clock_nets.png
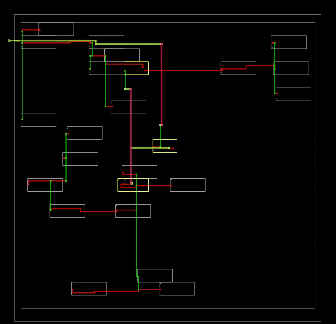
layers.png
Scale: 4 px per um. Two of the layers only.
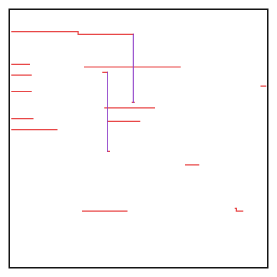
gates.png
Scale: 6 px per um.
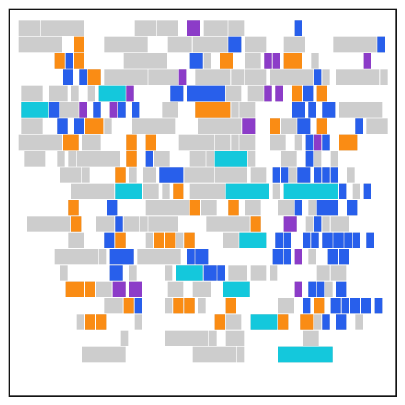
## src/rtl/morra_cinese_cfg.sv

```systemverilog
// ---------------------------------------------------------------------------
// morra_cinese_cfg
//
// Configurable rock-paper-scissors referee between two players. It evaluates
// one manche per clock, keeps the per-player win counts and decides when the
// game is over:
//   - by lead: at least MIN_MANCHE valid manche played and one player ahead
//     by LEAD or more wins, or
//   - by exhaustion: MAX_MANCHE valid manche played; the player with more wins
//     takes the game, otherwise it is a draw.
// Every output is registered. Inputs sampled at a rising edge are reflected on
// the outputs right after that same edge.
//
// Optional build macro:
//   MORRA_REPEAT_RULE_EN  When defined, the winner of the previous decisive
//                         manche may not replay the move it won with. Such a
//                         manche is invalid. When undefined, the last-winner
//                         memory does not exist, and only a 00 move makes a
//                         manche invalid.
//
// Parameters:
//   MIN_MANCHE  valid manche required before a lead can end the game
//   MAX_MANCHE  valid manche after which the game always ends
//   LEAD        win difference that ends the game once MIN_MANCHE is reached
//   CNT_W       counter width, 2**CNT_W > MAX_MANCHE
//
// Ports:
//   clk         clock, rising edge
//   rst         synchronous active-high reset, overrides every other input
//   INIZIO      start / restart a game; moves in this cycle are ignored
//   PRIMO       player 1 move: 00 none, 01 rock, 10 paper, 11 scissors
//   SECONDO     player 2 move, same encoding
//   MANCHE      last manche: 00 invalid/none, 01 P1, 10 P2, 11 draw
//   PARTITA     game result: 00 in progress/none, 01 P1, 10 P2, 11 draw
//   NUM_MANCHE  valid manche played in the current game
// ---------------------------------------------------------------------------
module morra_cinese_cfg #(
    parameter int MIN_MANCHE = 4,
    parameter int MAX_MANCHE = 19,
    parameter int LEAD       = 2,
    parameter int CNT_W      = 5
) (
    input  logic             clk,
    input  logic             rst,
    input  logic             INIZIO,
    input  logic [1:0]       PRIMO,
    input  logic [1:0]       SECONDO,
    output logic [1:0]       MANCHE,
    output logic [1:0]       PARTITA,
    output logic [CNT_W-1:0] NUM_MANCHE
);

    // Controller states
    localparam logic [1:0] ST_IDLE = 2'd0;
    localparam logic [1:0] ST_PLAY = 2'd1;
    localparam logic [1:0] ST_END  = 2'd2;

    // Move encoding
    localparam logic [1:0] MV_NONE     = 2'b00;
    localparam logic [1:0] MV_ROCK     = 2'b01;
    localparam logic [1:0] MV_PAPER    = 2'b10;
    localparam logic [1:0] MV_SCISSORS = 2'b11;

    // Result encoding, shared by MANCHE and PARTITA
    localparam logic [1:0] RES_NONE = 2'b00;
    localparam logic [1:0] RES_P1   = 2'b01;
    localparam logic [1:0] RES_P2   = 2'b10;
    localparam logic [1:0] RES_DRAW = 2'b11;

    localparam logic [CNT_W-1:0] MIN_C  = CNT_W'(MIN_MANCHE);
    localparam logic [CNT_W-1:0] MAX_C  = CNT_W'(MAX_MANCHE);
    localparam logic [CNT_W-1:0] ONE_C  = CNT_W'(1);
    localparam logic [CNT_W:0]   LEAD_C = (CNT_W+1)'(LEAD);

    logic [1:0]       state;
    logic [CNT_W-1:0] w1;
    logic [CNT_W-1:0] w2;

`ifdef MORRA_REPEAT_RULE_EN
    // Last-winner memory: a valid flag, the winner (0 = P1, 1 = P2) and the
    // winning move.
    logic       lw_valid;
    logic       lw_p2;
    logic [1:0] lw_move;
`endif

    logic                    moves_present;
    logic                    repeat_block;
    logic                    manche_valid;
    logic                    p1_beats;
    logic [1:0]              manche_res;
    logic [CNT_W-1:0]        num_next;
    logic [CNT_W-1:0]        w1_next;
    logic [CNT_W-1:0]        w2_next;
    logic signed [CNT_W:0]   diff;
    logic [CNT_W:0]          abs_diff;
    logic                    lead_reached;
    logic                    max_reached;
    logic                    game_over;
    logic [1:0]              final_res;

    // Evaluate the manche presented this cycle and the counter values that
    // would result from it. The sequential block commits these only in PLAY.
    always_comb begin
        moves_present = (PRIMO != MV_NONE) && (SECONDO != MV_NONE);

`ifdef MORRA_REPEAT_RULE_EN
        // Only the stored winner is restricted. The loser may play anything.
        repeat_block = lw_valid &&
                       (lw_p2 ? (SECONDO == lw_move) : (PRIMO == lw_move));
`else
        repeat_block = 1'b0;
`endif

        manche_valid = moves_present && !repeat_block;

        p1_beats = ((PRIMO == MV_ROCK)     && (SECONDO == MV_SCISSORS)) ||
                   ((PRIMO == MV_PAPER)    && (SECONDO == MV_ROCK))     ||
                   ((PRIMO == MV_SCISSORS) && (SECONDO == MV_PAPER));

        if (!manche_valid) begin
            manche_res = RES_NONE;
        end else if (PRIMO == SECONDO) begin
            manche_res = RES_DRAW;
        end else if (p1_beats) begin
            manche_res = RES_P1;
        end else begin
            manche_res = RES_P2;
        end

        num_next = NUM_MANCHE + ONE_C;
        w1_next  = (manche_res == RES_P1) ? (w1 + ONE_C) : w1;
        w2_next  = (manche_res == RES_P2) ? (w2 + ONE_C) : w2;

        // The counters are bounded by MAX_MANCHE, so one extra bit holds any
        // signed difference without overflow.
        diff = $signed({1'b0, w1_next}) - $signed({1'b0, w2_next});
        if (diff[CNT_W]) begin
            abs_diff = -diff;
        end else begin
            abs_diff = diff;
        end

        lead_reached = (num_next >= MIN_C) && (abs_diff >= LEAD_C);
        max_reached  = (num_next == MAX_C);
        game_over    = lead_reached || max_reached;

        // When the lead rule fires, LEAD >= 1 guarantees the counts differ.
        // So the same comparison gives the leader in both end cases.
        if (w1_next > w2_next) begin
            final_res = RES_P1;
        end else if (w2_next > w1_next) begin
            final_res = RES_P2;
        end else begin
            final_res = RES_DRAW;
        end
    end

    // Main controller. rst has priority over INIZIO, and INIZIO has priority
    // over whatever the current state would do with the moves.
    always_ff @(posedge clk) begin
        if (rst) begin
            state      <= ST_IDLE;
            MANCHE     <= RES_NONE;
            PARTITA    <= RES_NONE;
            NUM_MANCHE <= '0;
            w1         <= '0;
            w2         <= '0;
`ifdef MORRA_REPEAT_RULE_EN
            lw_valid   <= 1'b0;
            lw_p2      <= 1'b0;
            lw_move    <= MV_NONE;
`endif
        end else if (INIZIO) begin
            state      <= ST_PLAY;
            MANCHE     <= RES_NONE;
            PARTITA    <= RES_NONE;
            NUM_MANCHE <= '0;
            w1         <= '0;
            w2         <= '0;
`ifdef MORRA_REPEAT_RULE_EN
            lw_valid   <= 1'b0;
            lw_p2      <= 1'b0;
            lw_move    <= MV_NONE;
`endif
        end else begin
            case (state)
                ST_PLAY: begin
                    MANCHE <= manche_res;
                    if (manche_valid) begin
                        NUM_MANCHE <= num_next;
                        w1         <= w1_next;
                        w2         <= w2_next;
`ifdef MORRA_REPEAT_RULE_EN
                        // A draw forgets the last winner. A decisive manche
                        // replaces it.
                        if (manche_res == RES_DRAW) begin
                            lw_valid <= 1'b0;
                        end else begin
                            lw_valid <= 1'b1;
                            lw_p2    <= (manche_res == RES_P2);
                            lw_move  <= (manche_res == RES_P2) ? SECONDO : PRIMO;
                        end
`endif
                        if (game_over) begin
                            PARTITA <= final_res;
                            state   <= ST_END;
                        end else begin
                            PARTITA <= RES_NONE;
                        end
                    end else begin
                        PARTITA <= RES_NONE;
                    end
                end

                ST_END: begin
                    // The final manche stays visible for one cycle only.
                    // PARTITA and NUM_MANCHE keep their values.
                    MANCHE <= RES_NONE;
                end

                default: begin
                    // IDLE, or an unused encoding: go back to a quiet IDLE.
                    state      <= ST_IDLE;
                    MANCHE     <= RES_NONE;
                    PARTITA    <= RES_NONE;
                    NUM_MANCHE <= '0;
                end
            endcase
        end
    end

endmodule

```

## config.mk

```make
export PLATFORM = sky130hd
export DESIGN_NAME = morra_cinese_cfg
export DESIGN_NICKNAME = d
export VERILOG_FILES = /design/src/rtl/morra_cinese_cfg.sv
export SDC_FILE = /design/constraint.sdc
export NUM_CORES = 1
export LEC_CHECK = 0
export ABC_AREA = 1
export CAP_MARGIN = 10
export CORE_UTILIZATION = 40
export DETAILED_ROUTE_END_ITERATION = 8
export HOLD_SLACK_MARGIN = 0.05
export SYNTH_ARGS = -nofsm -noshare
export SYNTH_HDL_FRONTEND = slang
export SYNTH_SLANG_ARGS = --single-unit
```

## constraint.sdc

```tcl
create_clock -name clk -period 3.4 [get_ports clk]
set_input_delay 1.02 -clock clk [delete_from_list [all_inputs] [get_ports clk]]
set_output_delay 1.02 -clock clk [all_outputs]
set_load 0.01 [all_outputs]
```

==> impl_metrics.py <==
# Metrics from the implementation run
metrics = {
    "run_status": {
        "outcome": "completed",
    },
    "yosys": {
        "yosysMostFrequentCell": "inv_1",
        "xor_area_frac": 0.07351,
        "edf_count": 0,
        "ff_type": "dfxtp_1",
        "common_cells": "44 x inv_1, 41 x nand2_1, 21 x dfxtp_1",
        "syn_area_um2": 1549,
        "compound_area_frac": 0.1502,
        "synth-async-reset-ratio": 0,
        "adder_share": 0.09370,
        "synth_top_cell_by_area": "dfxtp_1",
        "synth_cells": 228,
    },
    "routing": {
        "drtPass1Iterations": 4,
        "detail-route-antenna-nets": 0,
        "drt_iter0_markers": 90,
        "vias_per_cell": 4.726,
        "drc": 0,
    },
    "setup_path": {
        "regToRegStartpoint": "w2[0]",
        "crit_family": "adder cells",
        "worst-setup-path-type": "in -> reg",
        "reg2reg_setup_slack_ns": 0.85,
        "cp_max_fo": 4,
        "cp.arrival_ns": 3.54,
        "cpMostUsedCell": "nand2_1",
        "critical_path_buf_inv_count": 7,
        "cp-start-kind": "input port",
    },
    "place": {
        "io_buffers": 15,
        "place_congestion": 0.7595,
    },
    "run": {
        "warnings": 28,
        "maxCapViolCount": 0,
    },
    "final_layout": {
        "antennaDiodeCount": 0,
        "drive_gt1_frac": 0.2342,
    },
    "clock_network": {
        "ctsResizeCount": 18,
        "cts_setup_buffers": 1,
    },
    "power": {
        "cell_internal_pwr_w": 0.0004950,
        "pwr-share-comb": 0.444,
        "p_sw_w": 0.0002621,
        "p_leak_nw": 0.9953,
        "power_frac_seq": 0.340,
    },
    "timing": {
        "clock.fmax_ghz": 0.2993,
        "rsz0062_at_grt": "true",
        "setup_slack_ns": 0.05863,
    },
    "min_path": {
        "min-delay-start": "PARTITA[0]",
        "hold_path_end": "PARTITA[0]",
    },
    "floorplanning": {
        "floorplan.core_util": 0.4199,
        "core_um2": 3689,
    },
    "global_route": {
        "grt-ovfl-total": 0,
    },
}
Back to the opening pictures, clock_nets.png:
clock net sink count: 21
clock network power: 0.000164 W
# clk buffers: 4
Clock Skew: 0.001347 ns
Seq cells: 21

Back to the opening pictures, layers.png:
M4 -> purple  # wire length 36.7 um
M3 -> red  # wire length 126 um
DR WL/cell: 11.04 um
vias: 1,498

Back to the opening pictures, gates.png:
fa/ha/maj cells -> cyan  # cells 11
aoi and oai cells -> orange  # cells 40, where spread over the die
nor cells -> purple  # cells 17
nand cells -> blue  # cells 73

-- through the flow --
| stage | instance area (um2) | std cells | util | setup TNS (ns) | hold slack (ns) |
|---|---|---|---|---|---|
| 2_1_floorplan | 1549 | 228 | - | 0 | 0.4877 |
| 3_3_place_gp | 1914 | 310 | 0.5190 | -2.332 | 0.4533 |
| 3_5_place_dp | 1914 | 310 | 0.5190 | -2.466 | 0.4673 |
| 4_1_cts | 1984 | 315 | 0.5380 | 0 | 0.4797 |
| 5_1_grt | 2069 | 317 | 0.5611 | -0.3740 | 0.4932 |
| 6_report | 2069 | 317 | 0.5611 | 0 | 0.4772 |
-- final cells by class --
class,instances,area (um2)
Fill cell,366,1619
Multi-Input combinational cell,156,996.0
Sequential cell,21,420.4
Timing Repair Buffer,42,370.4
Inverter,46,177.7
Tap cell,48,60.06
Clock buffer,4,45.04
-- layer usage --
layer | wire [um] | track usage | up-vias | part of all wire
met1 | 1783 | 0.2505 | 654 | 0.51
met2 | 1555 | 0.2846 | 22 | 0.44
met4 | 36 | 0.05000 | 0 | 0.010
li1 | - | - | 817 | -
met5 | 0 | 0 | - | 0
met3 | 125 | 0.02857 | 5 | 0.036
-- flip-flops by register name, summed over array words and instances (netlist names) --
signal      cells
w2              5
state           2
NUM_MANCHE      5
PARTITA         2
MANCHE          2
w1              5
-- power by group through the flow --
stage	Combinational, W	Clock [W]	Sequential (W)
after floorplan	0.000195	0	0.000262
after global placement	0.000290	0	0.000263
after detailed placement	0.000290	0	0.000263
after CTS	0.000296	0.000172	0.000257
after global routing	0.000381	0.000179	0.000258
final	0.000336	0.000164	0.000257
Power and IR drop assume default switching activity.
